**src/rtl/rr_arb_pkg.sv**
```systemverilog
// rr_arb_pkg -- shared definitions for the 8-way round-robin arbiter.
//   N_REQ       : number of requesters
//   ID_W        : width of a requester index
//   arb_state_t : arbiter FSM state (IDLE / GRANT / RELEASE), 2-bit encoding
package rr_arb_pkg;

    localparam int N_REQ = 8;
    localparam int ID_W  = 3;

    typedef enum logic [1:0] {
        IDLE    = 2'd0,
        GRANT   = 2'd1,
        RELEASE = 2'd2
    } arb_state_t;

endpackage

```
**src/rtl/rr_pick8.sv**
```systemverilog
// rr_pick8 -- combinational round-robin winner search.
// Rotates req so that bit (ptr+1) mod 8 lands at position 0, priority-encodes
// the lowest set bit, then rotates the position back into a requester index.
// Ports:
//   req [7:0] in  : request vector
//   ptr [2:0] in  : index of the previous winner
//   idx [2:0] out : winning requester (0 when any is low)
//   any       out : at least one request is set
module rr_pick8
    import rr_arb_pkg::*;
(
    input  logic [N_REQ-1:0] req,
    input  logic [ID_W-1:0]  ptr,
    output logic [ID_W-1:0]  idx,
    output logic             any
);

    logic [ID_W-1:0]  start;
    logic [N_REQ-1:0] rot;
    logic [ID_W-1:0]  pos;

    assign start = ptr + ID_W'(1);

    // rot[k] holds req[(start + k) mod 8]; the 3-bit add wraps naturally.
    generate
        for (genvar gi = 0; gi < N_REQ; gi++) begin : g_rot
            localparam logic [ID_W-1:0] OFF = ID_W'(gi);
            assign rot[gi] = req[OFF + start];
        end
    endgenerate

    // Scan from the top down so the lowest set rotated bit is the last write.
    always_comb begin
        pos = '0;
        for (int i = N_REQ - 1; i >= 0; i--) begin
            if (rot[i]) begin
                pos = ID_W'(i);
            end
        end
    end

    assign any = |req;
    assign idx = any ? (pos + start) : '0;

endmodule

```
**src/rtl/rr_arb8.sv**
```systemverilog
// rr_arb8 -- 8-requester round-robin arbiter with registered one-hot grant.
// A grant is held while the winner keeps its request high; dropping it costs
// one RELEASE cycle before the next arbitration from IDLE.
// Optional feature: define ARB_TIMEOUT_EN to revoke a grant after HOLD_MAX
// GRANT cycles, signalled by a one-cycle tmo pulse.
// Ports:
//   clk          in  : clock, rising edge
//   rst          in  : synchronous reset, active-high
//   req    [7:0] in  : request per requester
//   gnt    [7:0] out : one-hot grant (registered)
//   gnt_id [2:0] out : binary index of the granted requester (registered)
//   gnt_vld      out : a grant is active
//   tmo          out : grant revoked by timeout (one-cycle pulse)
module rr_arb8
    import rr_arb_pkg::*;
#(
    parameter int HOLD_MAX = 16
)
(
    input  logic             clk,
    input  logic             rst,
    input  logic [N_REQ-1:0] req,
    output logic [N_REQ-1:0] gnt,
    output logic [ID_W-1:0]  gnt_id,
    output logic             gnt_vld,
    output logic             tmo
);

    generate
        if (HOLD_MAX < 1) begin : g_hold_check
            $error("rr_arb8: HOLD_MAX must be at least 1");
        end
    endgenerate

    arb_state_t       state_reg;
    logic [ID_W-1:0]  ptr_reg;
    logic [N_REQ-1:0] gnt_reg;
    logic [ID_W-1:0]  gnt_id_reg;
    logic             gnt_vld_reg;
    // Low for the first edge after reset so req is not arbitrated until the
    // second edge with rst low.
    logic             arm_reg;

    logic [ID_W-1:0]  pick_idx;
    logic             pick_any;
    logic [N_REQ-1:0] onehot_next;

    rr_pick8 u_pick (
        .req (req),
        .ptr (ptr_reg),
        .idx (pick_idx),
        .any (pick_any)
    );

    generate
        for (genvar gi = 0; gi < N_REQ; gi++) begin : g_onehot
            assign onehot_next[gi] = (pick_idx == ID_W'(gi));
        end
    endgenerate

`ifdef ARB_TIMEOUT_EN
    localparam int CNT_W = $clog2(HOLD_MAX) + 1;

    logic [CNT_W-1:0] cnt_reg;
    logic             tmo_reg;
    logic             hold_expired;

    assign hold_expired = (cnt_reg == CNT_W'(HOLD_MAX - 1));
`endif

    always_ff @(posedge clk) begin
        if (rst) begin
            state_reg   <= IDLE;
            ptr_reg     <= ID_W'(N_REQ - 1);
            gnt_reg     <= '0;
            gnt_id_reg  <= '0;
            gnt_vld_reg <= 1'b0;
            arm_reg     <= 1'b0;
`ifdef ARB_TIMEOUT_EN
            cnt_reg     <= '0;
            tmo_reg     <= 1'b0;
`endif
        end else begin
            arm_reg <= 1'b1;
`ifdef ARB_TIMEOUT_EN
            tmo_reg <= 1'b0;
`endif
            case (state_reg)
                IDLE: begin
                    if (arm_reg && pick_any) begin
                        state_reg   <= GRANT;
                        gnt_reg     <= onehot_next;
                        gnt_id_reg  <= pick_idx;
                        gnt_vld_reg <= 1'b1;
                        ptr_reg     <= pick_idx;
`ifdef ARB_TIMEOUT_EN
                        cnt_reg     <= '0;
`endif
                    end
                end
                GRANT: begin
                    // A voluntary release wins over a coincident timeout.
                    if (!req[gnt_id_reg]) begin
                        state_reg   <= RELEASE;
                        gnt_reg     <= '0;
                        gnt_id_reg  <= '0;
                        gnt_vld_reg <= 1'b0;
                    end
`ifdef ARB_TIMEOUT_EN
                    else if (hold_expired) begin
                        state_reg   <= RELEASE;
                        gnt_reg     <= '0;
                        gnt_id_reg  <= '0;
                        gnt_vld_reg <= 1'b0;
                        tmo_reg     <= 1'b1;
                    end else begin
                        cnt_reg <= cnt_reg + CNT_W'(1);
                    end
`endif
                end
                RELEASE: begin
                    state_reg <= IDLE;
                end
                default: begin
                    state_reg   <= IDLE;
                    gnt_reg     <= '0;
                    gnt_id_reg  <= '0;
                    gnt_vld_reg <= 1'b0;
                end
            endcase
        end
    end

    assign gnt     = gnt_reg;
    assign gnt_id  = gnt_id_reg;
    assign gnt_vld = gnt_vld_reg;

`ifdef ARB_TIMEOUT_EN
    assign tmo = tmo_reg;
`else
    assign tmo = 1'b0;
`endif

endmodule

```
**config.mk**
```make
export PLATFORM = sky130hd
export DESIGN_NAME = rr_arb8
export DESIGN_NICKNAME = d
export VERILOG_FILES = /design/src/rtl/rr_arb_pkg.sv /design/src/rtl/rr_pick8.sv /design/src/rtl/rr_arb8.sv
export SDC_FILE = /design/constraint.sdc
export NUM_CORES = 1
export LEC_CHECK = 0
export CAP_MARGIN = 40
export CORE_MARGIN = 2
export CORE_UTILIZATION = 59
export DETAILED_ROUTE_END_ITERATION = 10
export PLACE_DENSITY = 0.85
export SKIP_CTS_REPAIR_TIMING = 1
export SLEW_MARGIN = 20
export SYNTH_ARGS = -nofsm -noshare
export SYNTH_HDL_FRONTEND = slang
export SYNTH_SLANG_ARGS = --single-unit
```
**constraint.sdc**
```tcl
create_clock -name clk -period 6.6 [get_ports clk]
set_input_delay 1.32 -clock clk [delete_from_list [all_inputs] [get_ports clk]]
set_output_delay 1.32 -clock clk [all_outputs]
set_load 0.01 [all_outputs]
```
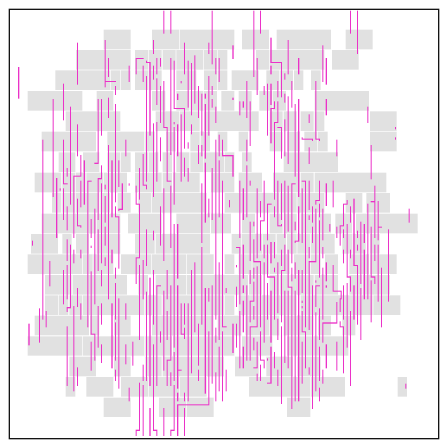
Figure 1: met2 routing.
longest straight run: 23.8 um
nets with wire on the layer: 195
main direction: vertical
share of all routed wire: 50%
M2 GR Usage: 0.407
via count: 1594
routed wire length: 3.85 mm

==> notes.md <==
yosys + openroad results -> Distinct cells, synth=57, Post-Place Worst Slack=1.84 ns, largest net degree at the start of global routing=18, fp util=0.610, Least-Margin Pin Slew=0.809 ns, most common cell in the netlist=nand2_1, worst min-delay path class=reg2reg, vias in the first global route=1438, Design Area, Final=1820 um^2, crit path cell chain=inv_1 > ha_1 > mux4_2 > o311ai_0 > o21ai_0 > o21ai_0 > a21oi_1 > ha_1 > fa_1 > xnor2_1 > nor3_1 > a221o_1, clk sink count=18, clock tree buffer depth=2, sequential share of cell area=0.198, Critical Path Stages=12, main flop type=dfxtp_1, global-route wire length before repair=6.38 mm, Flop pwr share=0.170, count of non-CTS inverters in the layout=5, CP Class=reg2reg, # IOs=23, Hold Path Origin=gnt[5]$_SDFFE_PP0P_, clk_skew=0.00383 ns, ANT cells=0, Via density=6.90, multi-input gates=150, top cell category=combinational gates, syn avg cell area=8.94 um^2, Yosys Instances=185, yosys stat area=1650 um^2, placed instance count=227, IO buf count=21, final core occ=0.673, flip-flops=18, most common logic cell in the routed design=nand2_1, relative slew slack=0.459, number of synthesis warnings=0, Num CTS Buffers=3, area grow syn2layout=10.2%, post-route setup TNS=0 ns, post-layout min period=4.64 ns, Well Taps=31, worst reg2reg path startpoint=ptr_reg[0]$_SDFFE_PP1P_, status=completed, Die X-Extent=57.0 um, Area after DPL=1790 um^2, max-cap violation count=0, Multi-input gate area=1150 um^2, Non-clock buffer share=0.121, max reg flops=8, grt total ovfl=0, period utilization=0.703, CP Launch Point=ptr_reg[0]$_SDFFE_PP1P_, Post-Syn Nets=199, hold endpoint=gnt[5]$_SDFFE_PP0P_, Comb power frac=0.769, Clock Buffer Count=4, PnR Total Power=1.10 mW, Slowest-stage cell, CP=dfxtp_1, Iter 0 DRT Violations=80, DRC violations left=0, # setup viols final=0, combinational share of cell area=0.629, initial antenna violation count=0, Registers, synthesis=18, Detailed Place HPWL=2.98 mm, reg2reg end=gnt_id[2]$_SDFFE_PP0P_, unrepaired setup endpoints after global routing=no, CTS tree=yes
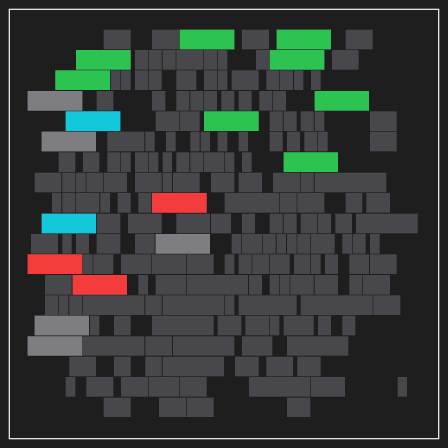
Figure 2: where the registers sit.
Other sequential cells in the stronger grey, the rest of the logic in the fainter grey.
legend:
  red:
    name_in_the_netlist: `ptr_reg`
    sequential_cells: 3
  green:
    name_in_the_netlist: `gnt`
    sequential_cells: 8
  cyan:
    name_in_the_netlist: `state_reg`
    sequential_cells: 2
not coloured: 5

-- layer usage --
metal | part of all wire | global-route usage | wire length [um] | up-vias
met4 | 0.025 | 0.0831 | 96 | 0
met5 | 0 | 0 | 0 | -
met3 | 0.060 | 0.0363 | 231 | 13
met1 | 0.41 | 0.329 | 1590 | 772
met2 | 0.50 | 0.407 | 1930 | 71
li1 | - | - | - | 738
-- kinds of logic after synthesis --
kind of cell / synth area share
buffers and inverters: 0.0885
XOR/XNOR: 0.0348
AND/OR/NAND/NOR: 0.266
flip-flops: 0.218
other: 0.00227
multiplexers: 0.170
adder cells (fa/ha/maj): 0.0348
AND-OR/OR-AND: 0.186
-- worst min-delay path: stages (launching register included) --
cell and delay [ns]:
dfxtp_1 0.32, nand2_1 0.05, nand3_1 0.05
Power and IR drop assume default switching activity.
